<file path="config.mk">
export PLATFORM = sky130hd
export DESIGN_NAME = sipo_frame_sync
export DESIGN_NICKNAME = d
export VERILOG_FILES = /design/src/rtl/sipo_frame_sync.sv
export SDC_FILE = /design/constraint.sdc
export NUM_CORES = 1
export LEC_CHECK = 0
export ABC_AREA = 1
export CAP_MARGIN = 20
export CORE_MARGIN = 4
export CORE_UTILIZATION = 46
export CTS_CLUSTER_DIAMETER = 200
export CTS_CLUSTER_SIZE = 16
export DETAILED_ROUTE_END_ITERATION = 8
export PLACE_DENSITY = 0.75
export SYNTH_ARGS = -nofsm -noshare
export SYNTH_HDL_FRONTEND = slang
export SYNTH_SLANG_ARGS = --single-unit
export TNS_END_PERCENT = 5
</file>
<file path="constraint.sdc">
create_clock -name clk -period 1.8 [get_ports clk]
set_clock_uncertainty 0.1 [all_clocks]
set_input_delay 0.18 -clock clk [delete_from_list [all_inputs] [get_ports clk]]
set_output_delay 0.18 -clock clk [all_outputs]
set_load 0.02 [all_outputs]
</file>
<file path="src/rtl/sipo_frame_sync.sv">
`default_nettype none
// ============================================================================
//  Module   : sipo_frame_sync
//  Purpose  : Frame synchroniser for the 8-bit SIPO window. While hunting it
//             compares every newly shifted window with SYNC_WORD (any bit
//             alignment). On a match it locks and slices each following
//             group of 8 serial bits into a payload byte, strobing
//             byte_valid for one cycle. After FRAME_LEN bytes it flags
//             frame_done, counts the frame and resumes hunting.
//  Ports    : clk        - system clock, rising edge
//             reset      - synchronous, active-high reset
//             shift_en   - window_in carries one newly shifted bit this cycle
//             window_in  - SIPO window, bit 0 newest, bit WIDTH-1 oldest
//             sync_lock  - high while a frame payload is being collected
//             sync_found - one-cycle pulse after the sync word is seen
//             byte_out   - last completed payload byte (held between strobes)
//             byte_valid - one-cycle strobe, byte_out/byte_idx are new
//             byte_idx   - position of byte_out within the frame
//             frame_done - one-cycle pulse with the last byte's strobe
//             frame_cnt  - completed frames since reset, saturating
//  Revision : 1.0 - initial release
// ============================================================================
module sipo_frame_sync #(
    parameter int               WIDTH     = 8,
    parameter logic [WIDTH-1:0] SYNC_WORD = 8'hA5,
    parameter int               FRAME_LEN = 4
) (
    input  logic             clk,
    input  logic             reset,
    input  logic             shift_en,
    input  logic [WIDTH-1:0] window_in,
    output logic             sync_lock,
    output logic             sync_found,
    output logic [WIDTH-1:0] byte_out,
    output logic             byte_valid,
    output logic [7:0]       byte_idx,
    output logic             frame_done,
    output logic [15:0]      frame_cnt
);

    localparam logic [0:0] S_HUNT    = 1'b0;
    localparam logic [0:0] S_PAYLOAD = 1'b1;

    localparam logic [7:0]  c_last_byte = 8'(FRAME_LEN - 1);
    localparam logic [2:0]  c_last_bit  = 3'd7;
    localparam logic [15:0] c_cnt_max   = 16'hFFFF;

    // ------------------------------------------------------------------
    // State and registered outputs
    // ------------------------------------------------------------------
    logic [0:0]       r_state;
    logic [2:0]       r_bit_cnt;
    logic [7:0]       r_byte_cnt;
    logic             r_sync_found;
    logic [WIDTH-1:0] r_byte_out;
    logic             r_byte_valid;
    logic [7:0]       r_byte_idx;
    logic             r_frame_done;
    logic [15:0]      r_frame_cnt;

    // ------------------------------------------------------------------
    // Next-state values
    // ------------------------------------------------------------------
    logic [0:0]       w_state_nxt;
    logic [2:0]       w_bit_cnt_nxt;
    logic [7:0]       w_byte_cnt_nxt;
    logic             w_sync_found_nxt;
    logic [WIDTH-1:0] w_byte_out_nxt;
    logic             w_byte_valid_nxt;
    logic [7:0]       w_byte_idx_nxt;
    logic             w_frame_done_nxt;
    logic [15:0]      w_frame_cnt_nxt;

    always_ff @(posedge clk) begin
        if (reset) begin
            r_state      <= S_HUNT;
            r_bit_cnt    <= 3'd0;
            r_byte_cnt   <= 8'd0;
            r_sync_found <= 1'b0;
            r_byte_out   <= '0;
            r_byte_valid <= 1'b0;
            r_byte_idx   <= 8'd0;
            r_frame_done <= 1'b0;
            r_frame_cnt  <= 16'd0;
        end else begin
            r_state      <= w_state_nxt;
            r_bit_cnt    <= w_bit_cnt_nxt;
            r_byte_cnt   <= w_byte_cnt_nxt;
            r_sync_found <= w_sync_found_nxt;
            r_byte_out   <= w_byte_out_nxt;
            r_byte_valid <= w_byte_valid_nxt;
            r_byte_idx   <= w_byte_idx_nxt;
            r_frame_done <= w_frame_done_nxt;
            r_frame_cnt  <= w_frame_cnt_nxt;
        end
    end

    // Pulses default to 0 every cycle, so stalled cycles clear them while
    // all other state holds.
    always_comb begin
        w_state_nxt      = r_state;
        w_bit_cnt_nxt    = r_bit_cnt;
        w_byte_cnt_nxt   = r_byte_cnt;
        w_sync_found_nxt = 1'b0;
        w_byte_out_nxt   = r_byte_out;
        w_byte_valid_nxt = 1'b0;
        w_byte_idx_nxt   = r_byte_idx;
        w_frame_done_nxt = 1'b0;
        w_frame_cnt_nxt  = r_frame_cnt;

        if (shift_en) begin
            case (r_state)
                S_HUNT: begin
                    if (window_in == SYNC_WORD) begin
                        w_state_nxt      = S_PAYLOAD;
                        w_bit_cnt_nxt    = 3'd0;
                        w_byte_cnt_nxt   = 8'd0;
                        w_sync_found_nxt = 1'b1;
                    end
                end

                S_PAYLOAD: begin
                    // The sync word is deliberately not checked here: a
                    // payload byte equal to SYNC_WORD is ordinary data.
                    if (r_bit_cnt == c_last_bit) begin
                        // Eighth new bit: the whole window is one payload byte.
                        w_byte_out_nxt   = window_in;
                        w_byte_idx_nxt   = r_byte_cnt;
                        w_byte_valid_nxt = 1'b1;
                        w_bit_cnt_nxt    = 3'd0;
                        w_byte_cnt_nxt   = r_byte_cnt + 8'd1;
                        if (r_byte_cnt == c_last_byte) begin
                            w_frame_done_nxt = 1'b1;
                            w_state_nxt      = S_HUNT;
                            if (r_frame_cnt != c_cnt_max) begin
                                w_frame_cnt_nxt = r_frame_cnt + 16'd1;
                            end
                        end
                    end else begin
                        w_bit_cnt_nxt = r_bit_cnt + 3'd1;
                    end
                end

                default: begin
                    w_state_nxt = S_HUNT;
                end
            endcase
        end
    end

    // ------------------------------------------------------------------
    // Outputs (all straight from registers)
    // ------------------------------------------------------------------
    assign sync_lock  = (r_state == S_PAYLOAD);
    assign sync_found = r_sync_found;
    assign byte_out   = r_byte_out;
    assign byte_valid = r_byte_valid;
    assign byte_idx   = r_byte_idx;
    assign frame_done = r_frame_done;
    assign frame_cnt  = r_frame_cnt;

endmodule
`default_nettype wire

</file>
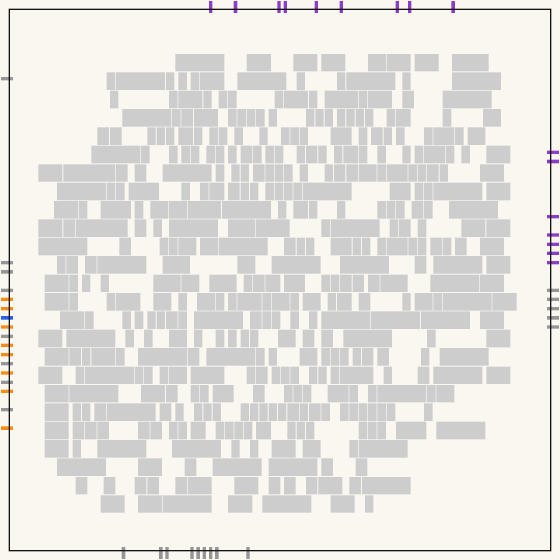
*Pin placement, run 1*
Pins as bars across the die edge, other pins in grey.
| port | colour | pins | direction | edge |
|---|---|---|---|---|
| shift_en | blue | 1 | input | left |
| frame_cnt | purple | 16 | output | 9 top, 7 right |
| window_in | orange | 8 | input | left |

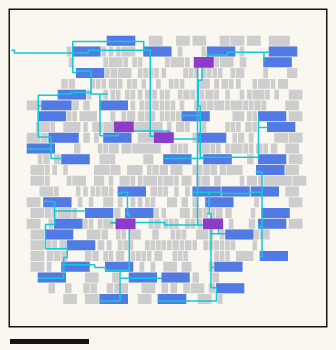
*Routed clock nets over the placement, run 1*
The bar under the picture is 20 µm long.
[clock-net drivers] purple | count: 5
[clock wires] cyan | length: 562 µm
[flip-flops] blue | count: 47
routed clock nets: 6
clock latency on the worst-skew pair: 0.30 ns
Clock Power: 0.616 mW
part of the total power dissipated in the clock network: 35.7%

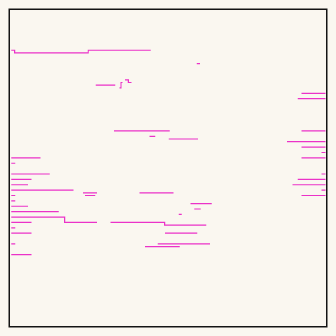
*The metal 3 layer, run 1*
main direction: horizontal
share of all routed wire: 5.1%
wire length on this layer: 300 µm

==> results.txt, run 1 <==
Implementation run completed; key figures follow.

Drt:
- The run gives the detailed-routed wire length on met3 as 300 µm.
- The run gives the initial detailed-routing violation count as 159.
- The run puts the met1 wire length at 2770 µm.
- The run gives the topmost layer with routed signal wires as met4.
- The run puts the number of vias after detailed routing at ~2400.

Clocking:
- The run puts the clock slew at the register clock pins of the worst setup and hold paths at 0.08 ns.
- The cell sitting at the root of the clock tree is a clkbuf_8.
- The run puts the number of setup buffers added after CTS at 0.

GRT:
- The run puts the number of global-route vias before repair at roughly 2300.
- The run gives the global routing met1 resource utilization as 25.0%.
- The run puts the global-route wire length before repair at slightly above 10000 µm.
- For this run, global-route usage on met3 was measured as 5.42%.
- The run gives the most congested layer reported by global routing as met2.
- The run puts the pin count of the biggest net entering global routing at 28.

Finish:
- The layout report lists the multi-input gate area as around 1300 µm².
- Among logic cells in the layout, the one with the most instances is nand2_1.
- The run puts the fraction of final layout cells sized beyond drive strength 1 at a little over a tenth.
- The run puts the fill cell total of the finished layout at 454.
- The run gives the relative area of clock buffers and inverters in the final design as about 2.6%.
- The run gives the share of cell area taken by multi-input logic gates as 40.5%.
- The run gives the flip-flop count of the largest register, all copies and words added as 16.
- The run gives the sequential standard cell area as 943 µm².

Setup path:
- Per STA, the worst path is made up of clkdlybuf4s50_1.
- In this design, the stage delay of the slowest critical-path cell is 0.66 ns.
- STA classifies the critical path startpoint as a flop.
- The run gives the slack of the worst reg-to-reg path as 0.13 ns.

Placement:
- The run gives the number of buffers inserted by port buffering as 46.
- At the placement stage, the worst setup path has a slack of -0.0369 ns.

Die:
- about 47 I/O pins were placed.
- The run gives the overall die area as 6380 µm².

Synth:
- The run gives the synthesized chip area reported by yosys as between 2000 and 2500 µm².
- After synthesis, the cell types taking the most area are dfxtp_1 (40%), nand2_1 (16%), nor2_1 (12%).
- The run gives the top logic cell family in the synthesized netlist as simple AND/OR/NAND/NOR gates.
- The cell area that synthesis handed to floorplanning was approximately 2400 µm².
- dfxtp_1 takes more of the synthesized area than any other cell.

Power:
- The run puts the leakage component of the power at 1.31 nW.
- The run gives the part of the total power dissipated in sequential elements as 60.3%.
- The run puts the combinational fraction of design power at ~4.0%.

Timing:
- For the finished layout, the period the worst path requires is 1.71 ns.
- The run gives the post-route worst setup slack as slightly below 0.09 ns.

Hold path:
- The run gives the startpoint of the most critical hold path as r_bit_cnt[0].
- In the hold report, the worst path ends at r_bit_cnt[0].

Run status:
- The run finished with clean final reports.
### Placement view, run 1

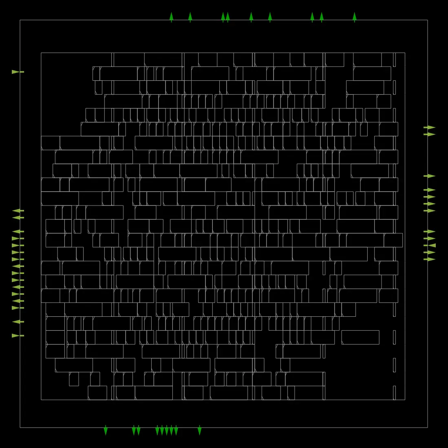

==> run 2, diff against run 1 <==
- PLACE_DENSITY: 0.75 -> default
- PLACE_DENSITY_LB_ADDON: default -> 0.08
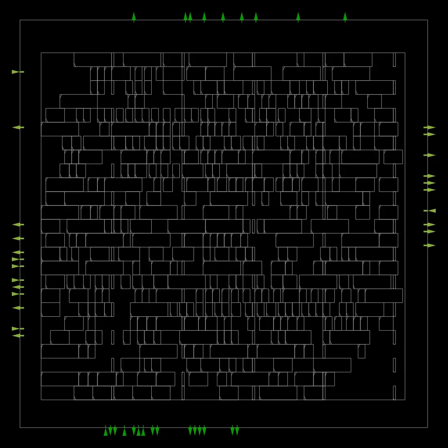
*Placement view, run 2*
standard-cell row count: 25
number of well-tap cells placed: 67
share of the final layout cell area in sequential cells: 30.0%
final core area utilization: 64.9%

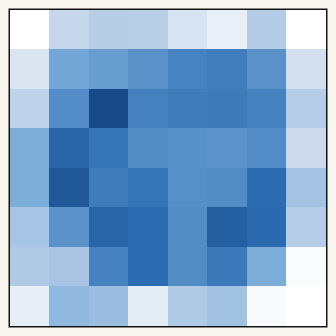
*Cell density map, run 2*
The die is cut into 8 by 8 equal tiles; white is low, dark blue is high, 0 to 100% covered.
fullest tile: 89%
tiles over 75% full: 14%
mean over tiles: 48%
nearly empty tiles: 4.7%

==> results.txt, run 2 <==
Implementation run completed; key figures follow.

Power:
- The run gives the relative contribution of the clock network to total power as a little under two fifths.
- The analysis reports a worst IR drop on VDD of 0.000360 V.
- The run puts the total clock network power at 0.645 mW.
- The run puts the leakage component of the power at around 1.3 nW.
- The run puts the combinational fraction of design power at 3.8%.
- The run puts the part of the total power dissipated in sequential elements at around 59%.
- The run puts the power after layout at between 1.5 and 2 mW.

Drt:
- The script logs the ratio of routed vias to standard cells as between 4 and 5.
- The routed layout has 2384 vias.
- The run gives the detailed-routed wire length on met3 as 263 µm.
- After detailed routing, no signal wire sits above met4.
- The run puts the initial detailed-routing violation count at 142.
- The run puts the final wirelength at 5820 µm.
- The run puts the met1 wire length at 2890 µm.

GRT:
- The run puts the number of global-route vias before repair at 2245.
- The run gives the global routing met1 resource utilization as between 20 and 30%.
- The run gives the most congested layer reported by global routing as met2.
- The run gives the routing usage on met2 as 30.4%.
- The run gives the sum of overflow across all layers after global routing as 0.
- Routing resource usage on met3 recorded by global route was 4.63%.
- The first global-routing pass estimated 10100 µm of wire.
- Entering global routing, the biggest net connects 31 pins.

Placement:
- The run gives the post-detailed-placement half-perimeter wirelength as about 4300 µm.
- The run gives the number of cells after detailed placement as approximately 480.
- The placement summary gives the final routability congestion estimate as 0.854.
- The run gives the pre-CTS worst setup slack as -0.0816 ns.
- The run puts the number of buffers inserted by port buffering at roughly 46.

Setup path:
- The report puts the cell count of the worst reg-to-reg path at 9.
- The worst setup path is launched from a flop.
- For reference, the critical path cell chain is clkdlybuf4s50_1.
- The run gives the gate family responsible for the most delay along the worst path as buffers and inverters.
- The run gives the maximum single-stage delay on the critical path as 0.66 ns.
- The run puts the slack of the worst reg-to-reg path at between 0.1 and 0.15 ns.

Finish:
- The run puts the fill cell total of the finished layout at 470.
- The run puts the sequential standard cell area at 943 µm².
- The run puts the flip-flop count of the largest register, all copies and words added at 16.
- The run gives the relative area of clock buffers and inverters in the final design as 2.78%.
- The run gives the most common cell after layout, fill and taps aside as nand2_1.
- The run gives the multi-input logic area as 1280 µm².
- The plain and repair buffers instantiated in the layout total approximately 66.
- The run gives the share of cell area taken by multi-input logic gates as 40.7%.
- The library cells used most frequently in the layout, excluding fill and tap cells, are nand2_1 (101), nor2_1 (76), clkdlybuf4s50_1 (46).
- Non-clock inverters in the final layout number 33.
- The run gives the fraction of final layout cells sized beyond drive strength 1 as a little under an eighth.
- The run puts the final net count at 440.

Synth:
- The run gives the number of cell instances after yosys synthesis as 362.
- Of the combinational cells, the family taking the most area is simple AND/OR/NAND/NOR gates.
- Yosys attributes the largest share of cell area to dfxtp_1 (40%), nand2_1 (16%), nor2_1 (12%).
- The run gives the synthesized chip area reported by yosys as approximately 2400 µm².
- The run gives the floorplan net count as 377.
- The mapped netlist covers 2380 µm².
- The synthesized netlist devotes 37.4% of its cell area to simple gates.
- The run gives the average instance area after synthesis as between 6 and 7 µm².
- The share of the Yosys chip area taken by registers is 39.6%.
- The run puts the multiplexer area fraction after synthesis at 0%.
- The run gives the cell type with the largest total area after synthesis as dfxtp_1.

Hold path:
- The run gives the startpoint of the most critical hold path as r_bit_cnt[0].
- Hold analysis lists the worst path endpoint as r_bit_cnt[0].

Timing:
- Setup slack on the critical path of the routed design comes to approximately 0.099 ns.
- The run puts the final period utilization at a little over nine tenths.
- The run puts the minimum period implied by the final worst setup slack at 1.70 ns.
- The run puts the setup-violating endpoint count in the final report at 0.

Clocking:
- The run gives the number of setup buffers added after CTS as 0.
- Clock latency on the worst-skew pair, taken at its later pin, is ~0.30 ns.
- The run gives the H-tree depth as 2.
- After clock tree synthesis, the flow added hold-fix buffers numbering 0.
- Per the CTS log, the root buffer master is clkbuf_8.
- The run gives the clock slew at the register clock pins of the worst setup and hold paths as 0.08 ns.

Run status:
- The flow ran to the end, and the final reports show no timing, DRC or antenna violations.

Die:
- According to the floorplan report, the placeable core area is 4850 µm².
- The run gives the overall die area as about 6400 µm².
- The run puts the I/O pin count at 47.
### Pin placement, run 2

Pins as bars across the die edge, other pins in grey.
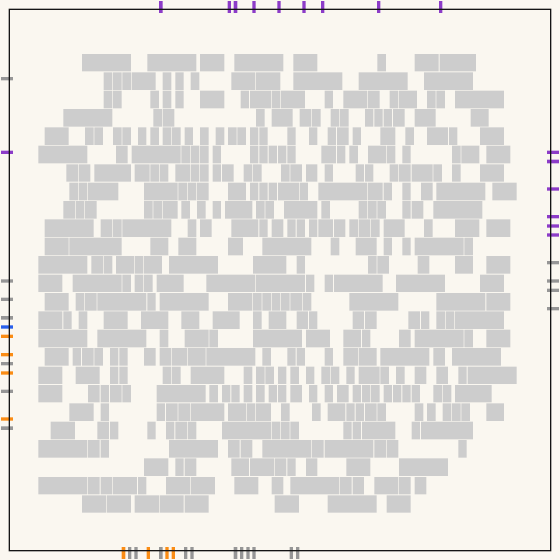

==> run 3, diff against run 2 <==
- CAP_MARGIN: 20 -> 15
- CELL_PAD_IN_SITES_DETAIL_PLACEMENT: default -> 0
- CELL_PAD_IN_SITES_GLOBAL_PLACEMENT: default -> 2
- CORE_UTILIZATION: 46 -> 25
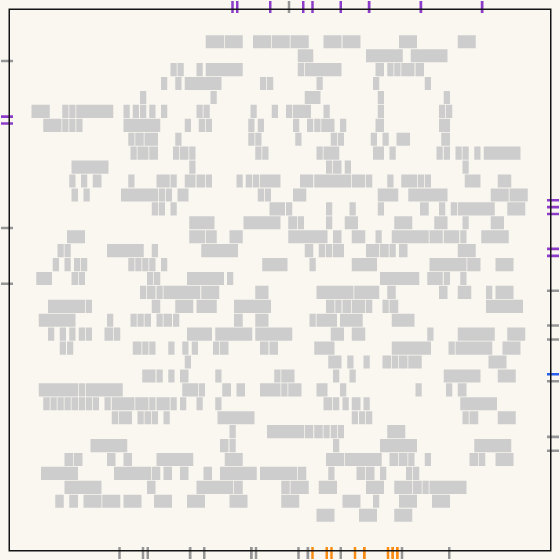
*Pin placement, run 3*
Pins as bars across the die edge, other pins in grey.
| port | colour | pins | direction | edge |
|---|---|---|---|---|
| frame_cnt | purple | 16 | output | 9 top, 5 right, 2 left |
| window_in | orange | 8 | input | bottom |
| shift_en | blue | 1 | input | right |

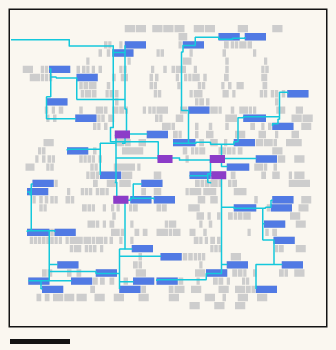
*Routed clock nets over the placement, run 3*
The bar under the picture is 20 µm long.
[clock-net drivers] purple | count: 5
[clock wires] cyan | length: 723 µm
[flip-flops] blue | count: 47
routed clock nets: 6

==> results.txt, run 3 <==
Implementation run completed; key figures follow.

Finish:
- The run gives the most common cell after layout, fill and taps aside as nand2_1.
- The run puts the count of buffers not belonging to the clock network in the layout at about 77.
- The run gives the flip-flop count of the largest register, all copies and words added as 16.
- In the layout the commonest cells are nand2_1 (102), nor2_1 (77), clkdlybuf4s50_1 (45).
- The run gives the fill cell total of the finished layout as just over 1000.
- The run puts the final net count at 451.
- The run puts the final core utilization at 36.0%.
- Counting the inverters off the clock network in the layout gives 33.
- The run gives the fraction of final layout cells sized beyond drive strength 1 as 13.5%.

Power:
- The run gives the relative contribution of the clock network to total power as about two fifths.
- Power comes to 1.79 mW.
- The run puts the part of the total power dissipated in sequential elements at 57.9%.
- The run gives the leakage component of the power as 1.36 nW.

Setup path:
- Per STA, the worst path is made up of buf_4 -> clkdlybuf4s50_1.
- In this design, the largest share of critical-path delay is due to buffers and inverters.
- On the worst path, the slowest cell contributes a delay of 0.59 ns.

Synth:
- The run puts the synthesized chip area reported by yosys at 2380 µm².
- Grouping non-sequential cells by family puts the most area in simple AND/OR/NAND/NOR gates.
- Before any placement, the netlist area is recorded as ~2400 µm².
- For reference, the top cells by area after synthesis are dfxtp_1 (40%), nand2_1 (16%), nor2_1 (12%).
- After synthesis, the design contains 362 cells according to Yosys.
- Summing the sequential cell areas from Yosys gives approximately two fifths of the chip area.
- The run puts the average instance area after synthesis at 6.56 µm².
- The run puts the multiplexer area fraction after synthesis at 0%.
- The cell type that accounts for the most area after synthesis is dfxtp_1.

Timing:
- The worst path needs 1.70 ns of the cycle, external delays included.
- Setup slack on the critical path of the routed design comes to roughly 0.095 ns.
- Setup violations remaining at the end of the flow were counted as 0.

Drt:
- The run gives the final wirelength as 6980 µm.
- The detailed router finished its first iteration with 102 violations.
- Summed over all nets, wire length on met3 after detailed routing comes to 195 µm.
- The run puts the mean number of vias per cell at 4.22.
- The run puts the number of vias after detailed routing at 2389.

GRT:
- The run puts the global-route wire length before repair at 11600 µm.
- Entering global routing, the biggest net connects 31 pins.
- The run puts the global routing met1 resource utilization at 18.7%.
- The run puts the routing usage on met2 at 20.0%.
- In this run the most used layer during global routing was met2.
- The run gives the number of global-route vias before repair as around 2300.
- The run gives the sum of overflow across all layers after global routing as 0.

Clocking:
- The registers of the reported paths see a clock transition of 0.10 ns.
- The clock tree synthesis step divided the H-tree into 2 levels.

Hold path:
- The endpoint of the worst hold path is reported as byte_out[4].

Placement:
- The run gives the post-detailed-placement half-perimeter wirelength as 5370 µm.
- After its last routability iteration, the placer logged a weighted congestion of 0.759.
- The run gives the pre-CTS worst setup slack as -0.0194 ns.
- The run gives the number of cells after detailed placement as between 500 and 600.
- The run gives the number of buffers inserted by port buffering as 46.

Die:
- The run gives the tap cell count as around 130.

Run status:
- The run finished with clean final reports.
Power and IR drop assume default switching activity.
